**src/rtl/shift_pkg.sv**
```systemverilog
// shift_pkg: op encodings and helpers shared by the pipelined shift unit
package shift_pkg;
  localparam logic [2:0] SHOP_SLL = 3'd0;
  localparam logic [2:0] SHOP_SRL = 3'd1;
  localparam logic [2:0] SHOP_SRA = 3'd2;
  localparam logic [2:0] SHOP_ROL = 3'd3;
  localparam logic [2:0] SHOP_ROR = 3'd4;
  function automatic int clog2(input int n);
    int r;
    r = 0;
    while ((1 << r) < n) r++;
    return r;
  endfunction
  function automatic logic [63:0] bitrev(input logic [63:0] v, input int n);
    logic [63:0] r;
    r = '0;
    for (int i = 0; i < 64; i++)
      if (i < n) r[i] = v[n-1-i];
    return r;
  endfunction
endpackage

```
**src/rtl/shift_stage.sv**
```systemverilog
// shift_stage: applies right-shift levels LVL_LO..LVL_HI with zero, sign or rotate fill
module shift_stage
  import shift_pkg::*;
#(
  parameter int XLEN = 32,
  parameter int LVL_LO = 0,
  parameter int LVL_HI = 0
) (
  input  logic [XLEN-1:0]        d,
  input  logic [clog2(XLEN)-1:0] shamt,
  input  logic                   rot,
  input  logic                   arith,
  output logic [XLEN-1:0]        q
);
  always_comb begin
    q = d;
    for (int k = LVL_LO; k <= LVL_HI; k++)
      if (shamt[k]) q = (q >> (1 << k)) | ((rot ? q : {XLEN{arith & q[XLEN-1]}}) << (XLEN - (1 << k)));
  end
endmodule

```
**src/rtl/shift_unit_pipe.sv**
```systemverilog
// shift_unit_pipe: pipelined SLL/SRL/SRA/ROL/ROR unit with valid/ready handshakes
module shift_unit_pipe
  import shift_pkg::*;
#(
  parameter int XLEN = 32,
  parameter int STAGES = 2,
  parameter int TAG_W = 5
) (
  input  logic                   clk,
  input  logic                   rst,
  input  logic                   flush,
  input  logic                   in_valid,
  output logic                   in_ready,
  input  logic [2:0]             in_op,
  input  logic                   in_word,
  input  logic [XLEN-1:0]        in_op1,
  input  logic [clog2(XLEN)-1:0] in_shamt,
  input  logic [TAG_W-1:0]       in_tag,
  output logic                   out_valid,
  input  logic                   out_ready,
  output logic [XLEN-1:0]        out_result,
  output logic [TAG_W-1:0]       out_tag,
  output logic                   out_illegal
);
  localparam int LG = clog2(XLEN);
  localparam int BASE = LG / STAGES;
  localparam int REM = LG % STAGES;
  typedef struct packed {
    logic rot;
    logic ari;
    logic rev;
    logic wrd;
    logic ill;
    logic [LG-1:0] sh;
    logic [TAG_W-1:0] tag;
  } ctl_t;
  logic [STAGES-1:0] vld, pv, adv;
  logic [XLEN-1:0] dat [STAGES];
  logic [XLEN-1:0] pd [STAGES];
  logic [XLEN-1:0] nd [STAGES];
  ctl_t c [STAGES];
  ctl_t pc [STAGES];
  logic wd, rv;
  logic [63:0] e64;
  logic [XLEN-1:0] x;
  always_comb begin
    wd = XLEN == 64 && in_word;
    rv = in_op == SHOP_SLL || in_op == SHOP_ROL;
    e64 = !wd ? 64'(in_op1) :
          (in_op == SHOP_ROL || in_op == SHOP_ROR) ? {in_op1[31:0], in_op1[31:0]} :
          in_op == SHOP_SRA ? {{32{in_op1[31]}}, in_op1[31:0]} : {32'b0, in_op1[31:0]};
    pv = '0;
    pv[0] = in_valid;
    pd[0] = XLEN'(rv ? bitrev(e64, XLEN) : e64);
    pc[0].rot = in_op == SHOP_ROL || in_op == SHOP_ROR;
    pc[0].ari = in_op == SHOP_SRA;
    pc[0].rev = rv;
    pc[0].wrd = wd;
    pc[0].ill = in_op > SHOP_ROR;
    pc[0].sh = wd ? in_shamt & LG'(31) : in_shamt;
    pc[0].tag = in_tag;
    for (int s = 1; s < STAGES; s++) begin
      pv[s] = vld[s-1];
      pd[s] = dat[s-1];
      pc[s] = c[s-1];
    end
  end
  always_comb begin
    adv = '0;
    for (int s = 0; s < STAGES; s++) adv[s] = out_ready || |(~vld >> s);
  end
  for (genvar g = 0; g < STAGES; g++) begin : g_stage
    localparam int LO = g * BASE + (g < REM ? g : REM);
    localparam int HI = LO + BASE + (g < REM ? 1 : 0) - 1;
    shift_stage #(.XLEN(XLEN), .LVL_LO(LO), .LVL_HI(HI)) u_stage (
      .d(pd[g]),
      .shamt(pc[g].sh),
      .rot(pc[g].rot),
      .arith(pc[g].ari),
      .q(nd[g])
    );
  end
  always_ff @(posedge clk) begin
    for (int s = 0; s < STAGES; s++) begin
      if (rst) begin
        vld[s] <= 1'b0;
        dat[s] <= '0;
        c[s] <= '0;
      end else begin
        if (flush) vld[s] <= 1'b0;
        else if (adv[s]) vld[s] <= pv[s];
        if (adv[s]) begin
          dat[s] <= nd[s];
          c[s] <= pc[s];
        end
      end
    end
  end
  always_comb begin
    x = c[STAGES-1].rev ? XLEN'(bitrev(64'(dat[STAGES-1]), XLEN)) : dat[STAGES-1];
    out_result = c[STAGES-1].ill ? '0 : c[STAGES-1].wrd ? XLEN'({{32{x[31]}}, x[31:0]}) : x;
  end
  assign in_ready = !flush && adv[0];
  assign out_valid = vld[STAGES-1];
  assign out_tag = c[STAGES-1].tag;
  assign out_illegal = c[STAGES-1].ill;
endmodule

```
**config.mk**
```make
export PLATFORM = sky130hd
export DESIGN_NAME = shift_unit_pipe
export DESIGN_NICKNAME = d
export VERILOG_FILES = /design/src/rtl/shift_pkg.sv /design/src/rtl/shift_stage.sv /design/src/rtl/shift_unit_pipe.sv
export SDC_FILE = /design/constraint.sdc
export NUM_CORES = 1
export LEC_CHECK = 0
export ABC_AREA = 1
export CAP_MARGIN = 20
export CORE_UTILIZATION = 60
export DETAILED_ROUTE_END_ITERATION = 7
export PLACE_DENSITY_LB_ADDON = 0.2
export SYNTH_ARGS = -nofsm -noshare
export SYNTH_HDL_FRONTEND = slang
export SYNTH_SLANG_ARGS = --single-unit
```
**constraint.sdc**
```tcl
create_clock -name clk -period 4.6 [get_ports clk]
set_input_delay 0.92 -clock clk [delete_from_list [all_inputs] [get_ports clk]]
set_output_delay 0.92 -clock clk [all_outputs]
set_load 0.02 [all_outputs]
```
Run 1, met1 routing:
Scale bar: 20 um. Supply wires on this layer in grey.
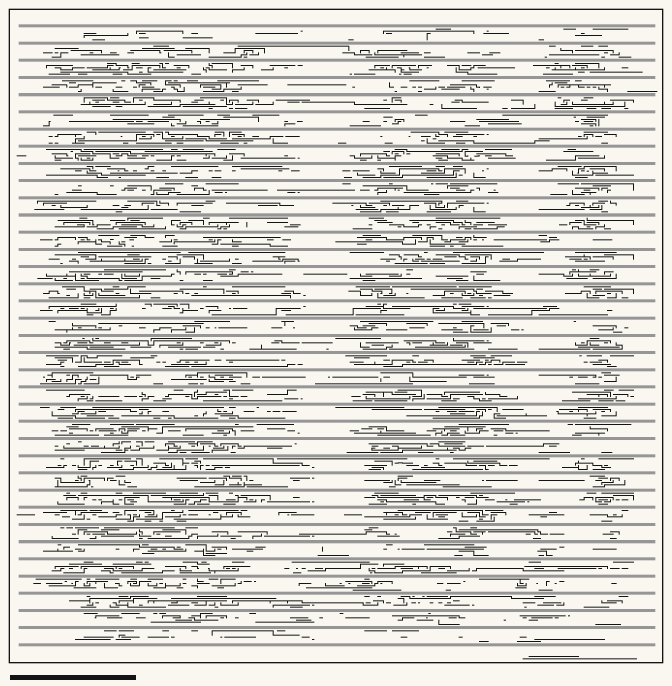
The wires run mostly horizontal. The layer holds 43% of the routed length. The layer carries 5,980 um of wire. The longest straight run is 20.7 um. 872 nets have wire on it.

Run 1, the metal 2 layer:
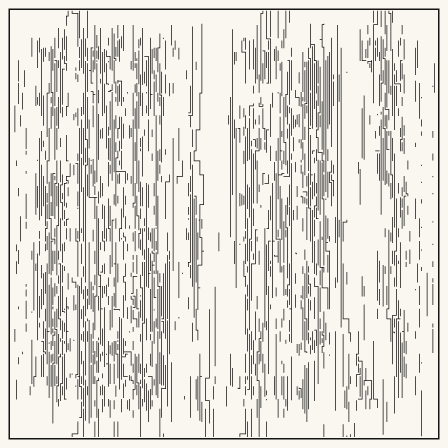
The longest straight run is 67.3 um. The layer carries 6,890 um of wire.

==> results.ini, run 1 <==
[placed_design]
dp_cells=1022
placedInstanceArea_sq_um=6960
portBuffers=89

[layout]
buf_share=0.141
final_layout_size_suffix_gt1_frac=0.0684
syn2layout_area_growth_pct=16.3
sh_seq_area=0.351
stdcell_area_sq_um=7140
regArea_sq_um=2500
final_common_cell=nand2_1
nets=953
n_clock_buffer=11
top_area_cell_class=combinational gates
comb_area_frac=0.425

[setup_path]
cp.arrival_ps=2860
endpoint=out_result[19]
regToRegSetupSlack_ps=2450
crit_start=c[1][12]
worstReg2RegEnd=dat[1][11]

[logic_synthesis]
top_area_cell=edfxtp_1
common_cells=nand2_1 (260), nand3_1 (113), edfxtp_1 (82), nor2_1 (80), inv_1 (73)
yosysChipArea_sq_um=6140
area_leaders=edfxtp_1 (40%), nand2_1 (16%), nand3_1 (9.2%), o211ai_2 (5.9%), a21oi_1 (5.1%)
syn_inst=854
ys.flop_type=edfxtp_1
syn-num-nets=905
ys_cells=854
yosysMostFrequentCell=nand2_1
synth-edff-count=82

[route]
wl_met2_um=6890
drt-met1-wl_um=5980
vias=5783
viasPerCell=5.57
route.met3.wl_um=682

[floorplanning]
core_sq_um=9860
taps=133
fp_util=0.622

[pwr]
vdd_drop_max_uv=135
leakagePower_nw=3.13

[global_route]
grt_max_degree=57
met1_usage=0.347
met2_usage=0.482

[min_path]
worst_hold_startpoint=vld[0]

[clock_tree]
cts_hold_buf=0
post_cts_buffers=0
cts_resized=0
cts_tree=yes

[final_timing]
tns_ps=0
fin_crit_ps=3780
fmax_mhz=264

[run_status]
status=completed

Run 1, signal wires on met3:
Scale bar: 20 um. Cells faint in the background.
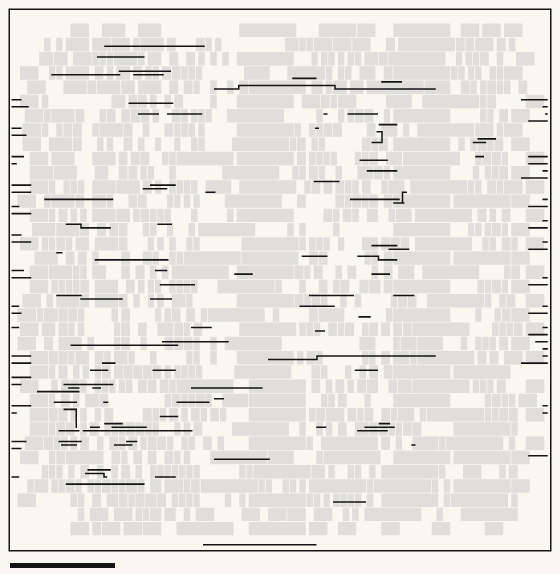
The layer holds 4.9% of the routed length. The layer carries 682 um of wire. The longest straight run is 22.5 um.

-- run 1: critical path: stages, from the launching register on --
cell	delay [ps]
edfxtp_1	970
inv_1	660
nand2_1	200
a21oi_1	80
clkdlybuf4s50_1	590
-- run 1: flip-flops by register name (all words and copies together) (netlist names) --
| register | count |
|---|---|
| dat | 64 |
| c | 18 |
| vld | 2 |
-- run 1: power groups by stage --
| stage | logic, W | clock network [W] | registers [W] |
|---|---|---|---|
| finish | 0.000514 | 0.000415 | 0.000944 |
| global route | 0.000576 | 0.000456 | 0.000952 |
| CTS | 0.000507 | 0.000421 | 0.000945 |
| detailed placement | 0.000505 | 0 | 0.000962 |
| global placement | 0.000492 | 0 | 0.000958 |
| floorplan | 0.000353 | 0 | 0.000942 |
Run 1, met4 routing:
Supply wires on this layer in grey.
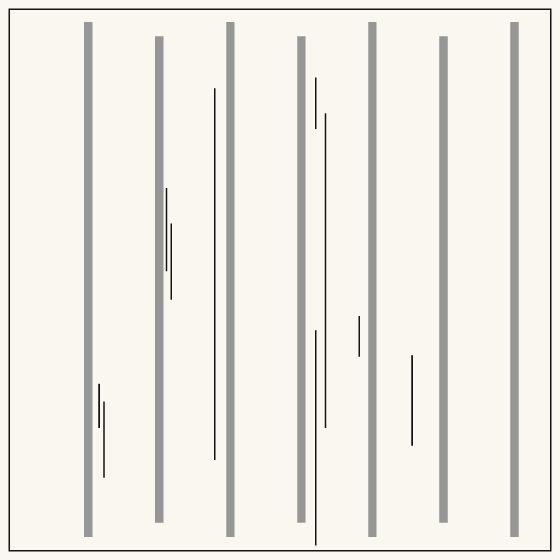

--- run 2 (diff from run 1) ---
CORE_UTILIZATION = 50   (was 60)
clock period = 3.11 ns   (was 4.6 ns; I/O delays follow)
Run 2, met4 routing:
Supply wires on this layer in grey.
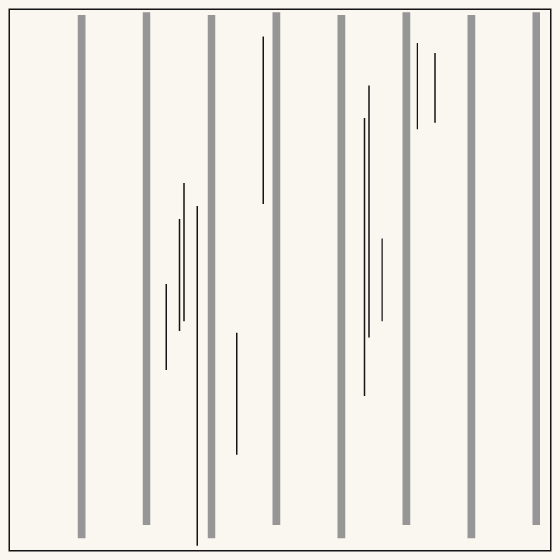
The layer carries 359 um of wire. The wires run mostly vertical.

==> run 2 against run 1 <==
Power increased by 68%; setup slack worse by 420 ps; register-to-register slack worse by 1200 ps; worst hold slack better by 12 ps; critical path depth increased by 2; first-iteration DRC count rose by 44%; clock power rose by 140%; clock skew decreased by 0.86 ps; count of clock-buffer cells in the layout unchanged; highest routed layer unchanged.
==> results.ini, run 2 <==
[setup_path]
critPathKind=in2out
worstSetupStartpointType=input port
regToRegSetupSlack_ps=1250
crit_start=out_ready
worstReg2RegEnd=dat[1][28]
cp.arrival_ps=2090
endpoint=in_ready

[route]
route.met3.wl_um=653
drtIter0Drc=349
viasPerCell=5.45
ant_nets=0
drt-met1-wl_um=6080
vias=5794
wl_met2_um=6830

[final_timing]
tns_ps=0
fmax_mhz=369
fin_crit_ps=2710

[layout]
top_regs=dat x64, c x18, vld x2
logic_gates=629
lay_top_cells=nand2_1 (260), nand3_1 (113), clkdlybuf4s50_1 (89)
buf_share=0.147
syn2layout_area_growth_pct=19.8
final_util=0.613
regArea_sq_um=2500
top_area_cell_class=combinational gates
n_clock_buffer=11
nets=963
top_register=dat
final_layout_size_suffix_gt1_frac=0.0775
stdcell_area_sq_um=7360
largest_register_ffs=64
sh_seq_area=0.340
antenna_cells=0
comb_area_frac=0.412
final_common_cell=nand2_1

[placed_design]
portBuffers=89
gp_congestion=0.918
placedInstanceArea_sq_um=7080

[pwr]
p_clk_w=0.000976
power_leader=sequential cells
p_seq_frac=0.442
power.density_nw_per_um2=427
leakagePower_nw=3.23
vdd_drop_max_uv=280
p_comb_w=0.000780
p_seq_w=0.00139

[logic_synthesis]
common_cells=nand2_1 (260), nand3_1 (113), edfxtp_1 (82), nor2_1 (80), inv_1 (73)
ys.flop_type=edfxtp_1
yosysChipArea_sq_um=6140
top_area_cell=edfxtp_1
yosysMostFrequentCell=nand2_1
ys_cells=854
top_cell_area_share=0.401
syn-num-nets=905
seq_area_frac_synth=0.408
synth_cell_types=25
syn_inst=854
synth-edff-count=82
area_leaders=edfxtp_1 (40%), nand2_1 (16%), nand3_1 (9.2%), o211ai_2 (5.9%), a21oi_1 (5.1%)

[run_status]
status=completed

[clock_tree]
post_cts_buffers=0
htree_levels=3
cts_resized=0
cts_hold_buf=0
cts_tree=yes
cts_root_buf=clkbuf_16

[global_route]
met2_usage=0.393
grt_max_degree=44
grt_pass1_wl_um=23300
met1_usage=0.286
grt_overflow=0

[min_path]
worst_hold_startpoint=vld[0]

[floorplanning]
taps=147
row_count=40
io_pins=91
fp_util=0.511
core_sq_um=12000
die_x_um=113

==> run 2: cell counts after synthesis <==
No cell type changed its count.
==> run 2: metrics by stage <==
step                cells  setup slack, ps
floorplan             854              793
global placement     1048              248
detailed placement   1048              192
CTS                  1063              397
global route         1063              271
finish               1063              398
==> run 2: cell families (layout without fill, tap and decap cells) <==
logic type | Yosys count | count (layout) | synth area share
simple gates | 462 | 462 | 0.310
flops | 84 | 84 | 0.408
buf+inv | 141 | 203 | 0.0986
compound gates | 167 | 167 | 0.184
==> run 2: worst max-delay path, stage by stage <==
cell and delay, ps:
clkdlybuf4s50_1 400, nor2_1 180, inv_1 80, nor2_1 200, nor2_1 60, clkdlybuf4s50_1 540
Power and IR drop assume default switching activity.
